==> images/io_fan.png <==
Scale: 4 px per um.
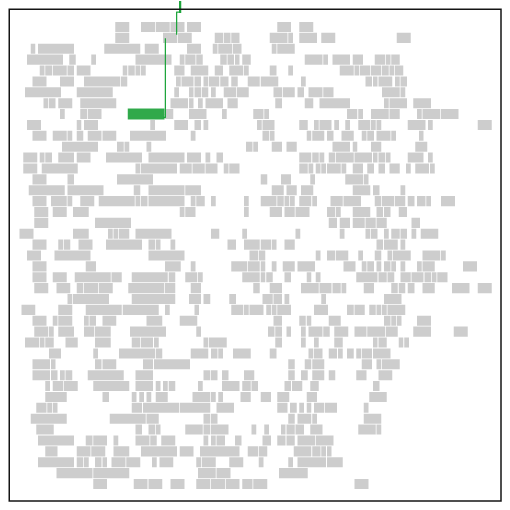
==> images/placement.png <==
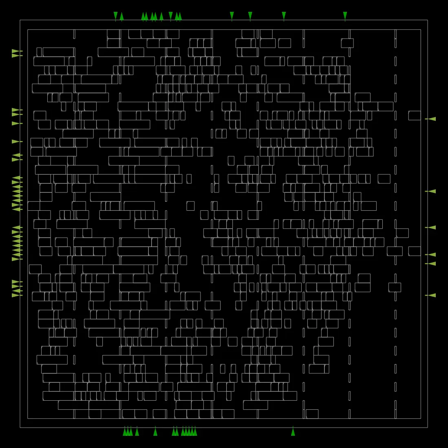
==> images/metal_density.png <==
Scale: 3 px per um. 25 x 25 tiles, from dark blue (low) to red (high), scaled to the fullest tile. Values are wire area over tile area, all layers added.
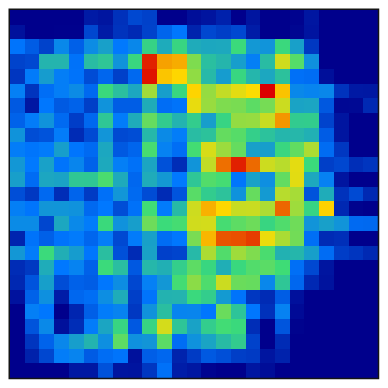
==> images/wires.png <==
Scale: 3 px per um. Two of the layers only.
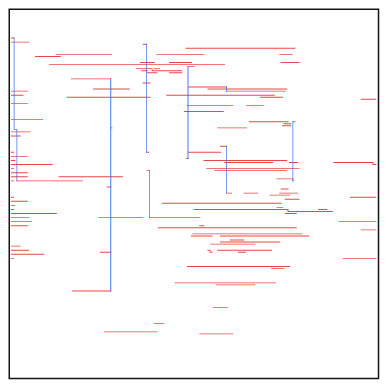
==> images/flops_by_reg.png <==
Scale: 4 px per um.
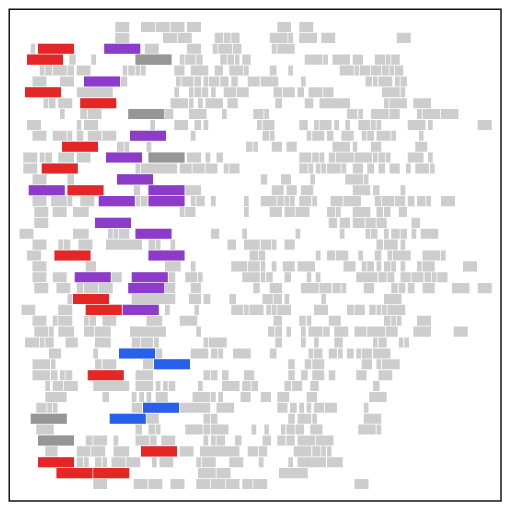
Design myalu_pipe, sky130hd; sources not shown.
==> flow_metrics.env <==
# yosys + openroad results
export IMPL_status="finished with violations"
export IMPL_violations="capacitance limit, slew limit"
export IMPL_layout_drive_gt1_share_pct=6.63
export IMPL_fa_ha_area_share_pct=15.3
export IMPL_sh_comb_area_pct=60.8
export IMPL_p_sw_uw=872
export IMPL_ff_count=40
export IMPL_max_cap_violations=1
export IMPL_swShare_pct=49.0
export IMPL_core_area_um2=13800
export IMPL_path_depth=13
export IMPL_drc=0
export IMPL_max_slew_margin_pct=-41.7
export IMPL_ir_worst_vdd_v=0.000246
export IMPL_ys_seq_share_pct=20.3
export IMPL_chipArea_um2=15000
export IMPL_rows=43
export IMPL_synth_compound_area_share_pct=27.4
export IMPL_ys_warn_count=0
export IMPL_slew_violations=41
export IMPL_cts_max_path_buffers=2
export IMPL_inv_count=61
export IMPL_reg2regPathDepth=15
export IMPL_netlist_area_leader_share_pct=20.3
export IMPL_clkCellAreaFrac_pct=2.84
export IMPL_top_logic_kind="AND-OR/OR-AND gates"
Notes on io_fan.png above:
[carryout] green | bits: 1 | direction: output | edge: top | end cells: 1 | buffers: 1 | wire: 27.0 um
# IOs: 61
count of input and output buffers: 60

Notes on placement.png above:
fill count: 1412
Tap Count: 180

Notes on metal_density.png above:
emptiest ninth of the die: bottom right
densest ninth of the die: middle
mean over tiles: 0.18
nearly empty tiles: 17%
tiles over half the peak: 16%
fullest tile: 0.64
Routed wire per std cell: 19.6 um
all-layer global routing usage: 22.5%
drt total wl: 16500 um
via count: 4781

Notes on wires.png above:
[metal 4] blue | wire length: 238 um
[metal 3] red | wire length: 1230 um

Notes on flops_by_reg.png above:
[result] purple | placed flops: 16
[r_cnt] blue | placed flops: 4 | where: bottom left
[r_work] red | placed flops: 15
not coloured: 5
Final Core Density: 41.7%
flop share of the area: 17.4%
Reg area: 1000 um2

## metal layers
| layer | wire, um | global-route usage (%) | part of all wire [%] |
|---|---|---|---|
| met5 | 0 | 0 | 0 |
| met1 | 7800 | 32.3 | 47 |
| met2 | 7270 | 35.5 | 44 |
| met4 | 238 | 5.82 | 1.4 |
| met3 | 1230 | 2.74 | 7.5 |
## worst min-delay path, cell delays in order (launching register included)
cell	delay, ns
dfrtp_1	0.34
nand2_1	0.04
o21ai_0	0.07
## per-stage QoR
| step | utilization, % | std cells | total power (uW) | worst slack, ns | area, um2 |
|---|---|---|---|---|---|
| 2_1_floorplan | - | 625 | 1190 | 2.56 | 4920 |
| 3_3_place_gp | 40.5 | 836 | 1530 | 1.37 | 5600 |
| 3_5_place_dp | 40.5 | 836 | 1520 | 1.34 | 5600 |
| 4_1_cts | 41.7 | 844 | 1800 | 1.61 | 5770 |
| 5_1_grt | 41.7 | 844 | 1910 | 1.32 | 5770 |
| 6_report | 41.7 | 844 | 1780 | 1.56 | 5770 |
## cells in the final DEF (no fill, tap or decap), drive strengths merged, types with 6 or more instances in the layout
cell / instances
nor2: 63
inv: 61
nand2: 58
ha: 57
a21oi: 53
clkdlybuf4s50: 48
dfrtp: 40
o21ai: 40
mux2i: 32
dlygate4sd3: 11
mux2: 11
nand2b: 10
o211ai: 10
a211oi: 9
a31oi: 9
nor3: 8
xnor2: 7
a21o: 7
clkbuf: 7
nand3: 6
o21a: 6
a22oi: 6
buf: 6
o31ai: 6
## power groups by stage
stage / Clock [uW] / Combinational [uW] / Sequential (uW)
after CTS: 269 / 1100 / 431
after global routing: 280 / 1180 / 444
after floorplan: 0 / 601 / 590
final: 262 / 1090 / 427
after global placement: 0 / 1090 / 432
after detailed placement: 0 / 1090 / 434
Power is estimated from default activity; no workload was simulated.
